<file path="src/rtl/rx_mac_if.sv">
// rx_mac_if: MII receive pins plus the user-side payload stream
interface rx_mac_if;
  logic       mii_rx_dv;
  logic       mii_rx_er;
  logic [3:0] mii_rx_dat;
  logic       rx_vld;
  logic [3:0] rx_dat;
  logic       rx_eof;
  logic       rx_good;
  modport master (output mii_rx_dv, mii_rx_er, mii_rx_dat, input rx_vld, rx_dat, rx_eof, rx_good);
  modport slave (input mii_rx_dv, mii_rx_er, mii_rx_dat, output rx_vld, rx_dat, rx_eof, rx_good);
endinterface

</file>
<file path="src/rtl/rx_mac.sv">
// rx_mac: MII receive MAC stripping preamble/SFD and FCS, checking CRC and length
module rx_mac #(
  parameter int MAX_NIBBLES = 3036,
  parameter int MIN_NIBBLES = 128
) (
  input logic    clk_rx,
  input logic    rst,
  rx_mac_if.slave m
);
  typedef enum logic [2:0] {IDLE, PRE, DATA, EOF, DROP} state_t;
  localparam logic [31:0] POLY = 32'h04C11DB7;
  localparam logic [31:0] RESIDUE = 32'hC704DD7B;
  localparam logic [11:0] MAX_C = 12'(MAX_NIBBLES);
  localparam logic [11:0] MIN_C = 12'(MIN_NIBBLES);
  state_t      r_state, w_next;
  logic        r_dv, r_er, r_arm, r_bad;
  logic [3:0]  r_dat;
  logic [31:0] r_crc, w_crc, r_dl;
  logic [11:0] r_cnt;
  logic        w_start, w_take, w_end, w_good;
  // one register stage on the PHY pins before any decision is made
  always_ff @(posedge clk_rx) begin
    r_dv  <= m.mii_rx_dv;
    r_er  <= m.mii_rx_er;
    r_dat <= m.mii_rx_dat;
  end
  // four serial CRC steps per nibble, bit 0 first
  always_comb begin
    w_crc = r_crc;
    for (int i = 0; i < 4; i++) w_crc = {w_crc[30:0], 1'b0} ^ ((r_dat[i] ^ w_crc[31]) ? POLY : 32'h0);
  end
  // next-state decode; r_arm keeps IDLE deaf after reset until the line has gone quiet
  always_comb begin
    w_next = r_state;
    case (r_state)
      IDLE:    if (r_dv && r_arm) w_next = (r_dat == 4'h5) ? PRE : DROP;
      PRE:     w_next = !r_dv ? IDLE : r_er ? DROP : (r_dat == 4'h5) ? PRE : (r_dat == 4'hD) ? DATA : DROP;
      DATA:    if (!r_dv) w_next = EOF;
      EOF:     w_next = IDLE;
      DROP:    if (!r_dv) w_next = IDLE;
      default: w_next = IDLE;
    endcase
    w_start = (r_state == PRE) && (w_next == DATA);
    w_take  = (r_state == DATA) && r_dv;
    w_end   = (r_state == DATA) && !r_dv;
    w_good  = (r_crc == RESIDUE) && !r_cnt[0] && (r_cnt >= MIN_C) && (r_cnt <= MAX_C) && !r_bad;
  end
  // state register and the post-reset arming flag
  always_ff @(posedge clk_rx) begin
    if (rst) begin
      r_state <= IDLE;
      r_arm   <= 1'b0;
    end else begin
      r_state <= w_next;
      r_arm   <= r_arm | !r_dv;
    end
  end
  // CRC, saturating length counter, 8-nibble delay line and registered user outputs
  always_ff @(posedge clk_rx) begin
    if (rst) begin
      r_crc     <= '1;
      r_cnt     <= '0;
      r_dl      <= '0;
      r_bad     <= 1'b0;
      m.rx_vld  <= 1'b0;
      m.rx_dat  <= 4'h0;
      m.rx_eof  <= 1'b0;
      m.rx_good <= 1'b0;
    end else begin
      m.rx_vld  <= w_take && (r_cnt >= 12'd8) && (r_cnt < MAX_C);
      m.rx_dat  <= r_dl[31:28];
      m.rx_eof  <= w_end;
      m.rx_good <= w_end && w_good;
      if (w_start) begin
        r_crc <= '1;
        r_cnt <= '0;
        r_dl  <= '0;
        r_bad <= 1'b0;
      end else if (w_take) begin
        r_crc <= w_crc;
        r_cnt <= (r_cnt > MAX_C) ? r_cnt : r_cnt + 12'd1;
        r_dl  <= {r_dl[27:0], r_dat};
        r_bad <= r_bad | r_er;
      end
    end
  end
endmodule

</file>
<file path="src/flat_wrapper.sv">
// flat-port wrapper written by rule: the top's interface ports become plain ports
module rx_mac_flat 
#(
  parameter int MAX_NIBBLES = 3036,
  parameter int MIN_NIBBLES = 128
)
  (clk_rx, rst, m_mii_rx_dv, m_mii_rx_er, m_mii_rx_dat, m_rx_vld, m_rx_dat, m_rx_eof, m_rx_good);
  rx_mac_if m_i ();
  input logic clk_rx;
  input logic rst;
  input wire logic [$bits(m_i.mii_rx_dv)-1:0] m_mii_rx_dv;
  input wire logic [$bits(m_i.mii_rx_er)-1:0] m_mii_rx_er;
  input wire logic [$bits(m_i.mii_rx_dat)-1:0] m_mii_rx_dat;
  output wire logic [$bits(m_i.rx_vld)-1:0] m_rx_vld;
  output wire logic [$bits(m_i.rx_dat)-1:0] m_rx_dat;
  output wire logic [$bits(m_i.rx_eof)-1:0] m_rx_eof;
  output wire logic [$bits(m_i.rx_good)-1:0] m_rx_good;
  assign m_i.mii_rx_dv = m_mii_rx_dv;
  assign m_i.mii_rx_er = m_mii_rx_er;
  assign m_i.mii_rx_dat = m_mii_rx_dat;
  assign m_rx_vld = m_i.rx_vld;
  assign m_rx_dat = m_i.rx_dat;
  assign m_rx_eof = m_i.rx_eof;
  assign m_rx_good = m_i.rx_good;
  rx_mac #(.MAX_NIBBLES(MAX_NIBBLES), .MIN_NIBBLES(MIN_NIBBLES)) u_core (.clk_rx(clk_rx), .rst(rst), .m(m_i));
endmodule
</file>
<file path="config.mk">
export PLATFORM = sky130hd
export DESIGN_NAME = rx_mac_flat
export DESIGN_NICKNAME = d
export VERILOG_FILES = /design/src/rtl/rx_mac_if.sv /design/src/rtl/rx_mac.sv /design/src/flat_wrapper.sv
export SDC_FILE = /design/constraint.sdc
export NUM_CORES = 1
export LEC_CHECK = 0
export ABC_CLOCK_PERIOD_IN_PS = 1730
export CELL_PAD_IN_SITES_DETAIL_PLACEMENT = 1
export CELL_PAD_IN_SITES_GLOBAL_PLACEMENT = 1
export CORE_ASPECT_RATIO = 1.2
export CORE_MARGIN = 4
export CORE_UTILIZATION = 42
export CTS_CLUSTER_SIZE = 20
export DETAILED_ROUTE_END_ITERATION = 10
export PLACE_DENSITY_LB_ADDON = 0.1
export REMOVE_ABC_BUFFERS = 1
export SLEW_MARGIN = 25
export SYNTH_ARGS = -nofsm -noshare
export SYNTH_HDL_FRONTEND = slang
export SYNTH_SLANG_ARGS = --single-unit
</file>
<file path="constraint.sdc">
create_clock -name clk_rx -period 1.73 [get_ports clk_rx]
set_input_delay 0.346 -clock clk_rx [delete_from_list [all_inputs] [get_ports clk_rx]]
set_output_delay 0.346 -clock clk_rx [all_outputs]
set_load 0.01 [all_outputs]
</file>
M1 wires:
Cells faint in the background.
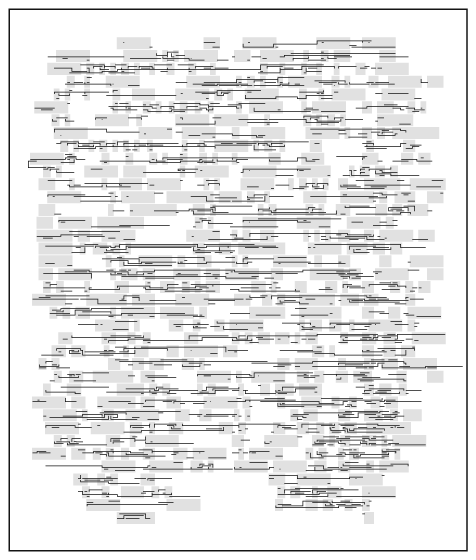
share of all routed wire: 48%
longest straight run: 31.3 um
Vias: 3126
drt total wl: 9209 um
met1 Track Usage GR: 21.70%

The metal 2 layer:
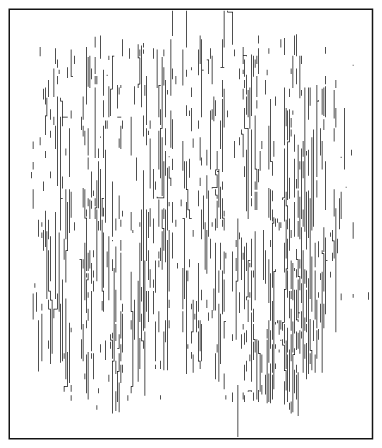
share of all routed wire: 49%
wire length on this layer: 4530 um
longest straight run: 42.8 um
nets with wire on the layer: 402
M2 GR Usage: 29.93%

The metal 4 layer:
Cells faint in the background.
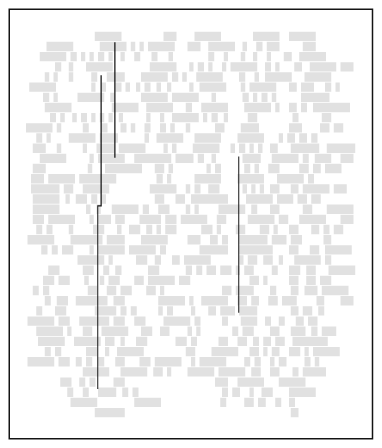
longest straight run: 48.8 um
wire length on this layer: 157 um
main direction: vertical

==> metrics.cfg <==
[clocking]
htree_levels = 3
post_cts_buffers = 1
cts_buffer_depth = 2
cts_tree = done

[power_and_ir_drop]
power.total_w = 0.003747
p_clk_share_pct = 35.9
p_per_area_nw_per_um2 = 804.9
leakage_nw = 1.705
power_frac_seq_pct = 58.4

[cells_and_area]
fin_cells = 590
final_common_cell = nand2_1
diodes = 0
syn_to_final_growth_pct = 17.28
drive_gt1_share_pct = 15.96

[critical_path]
startpoint = u_core.r_cnt[0]
critical_path_depth = 6
cp-start-kind = flop

[status]
violations = setup timing
status = finished, violations left

[synth]
synthFlopType = dfxtp_1
synthCells = 436
yosys.cell_types.count = 50

[global_route]
grt_pass1_wl_um = 15650

[timing]
hold_viol = 0
setup_ws_ns = -0.01274
final-setup-viol-count = 1

[detailed_routing]
dr_wl_met3_um = 144
wl_met1_um = 4374

[place]
place_inst = 570

[floorplanning]
ios = 15
placementRows = 38

Track usage over the die:
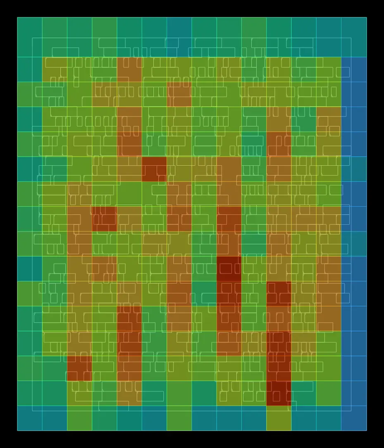
Util after Layout: 50.99%
M3 GR Usage: 2.255%
gr usage total: 17.28%

Cell density map:
Scale bar: 20 um. The die is cut into 10 by 11 equal tiles; dark blue is low, red is high, 0 to 100% covered.
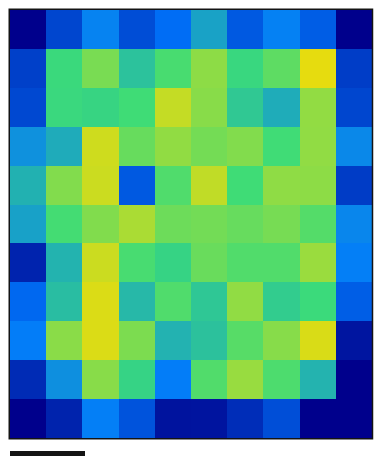
mean over tiles: 41%
densest ninth of the die: middle
fullest tile: 72%
nearly empty tiles: 5.5%
Core ar.: 9129 sq um
Initial Utilization: 43.48%

## cells by family after synthesis
| kind of cell | share of synthesized area (%) |
|---|---|
| simple gates | 20.18 |
| compound gates | 16.80 |
| flops | 47.41 |
| xor+xnor | 10.94 |
| buf+inv | 3.783 |
| fa+ha+maj | 0.6304 |
| mux | 0.2522 |
## final cells by class
class,count,area (sq um),area share [%]
multi-input cells,309,2011,43.20
flip-flops and latches,94,1889,40.59
repair buffers,44,402.9,8.656
well taps,120,150.1,3.226
clock buffers,12,145.1,3.118
clock inverters,4,30.03,0.6452
inverters,7,26.28,0.5645
## state kept, by name, indices dropped and copies added, names as in the netlist, 3 cells and up
name	cells
u_core.m.rx_dat	4
u_core.r_state	3
u_core.r_crc	32
u_core.r_dl	32
u_core.r_dat	4
u_core.r_cnt	12
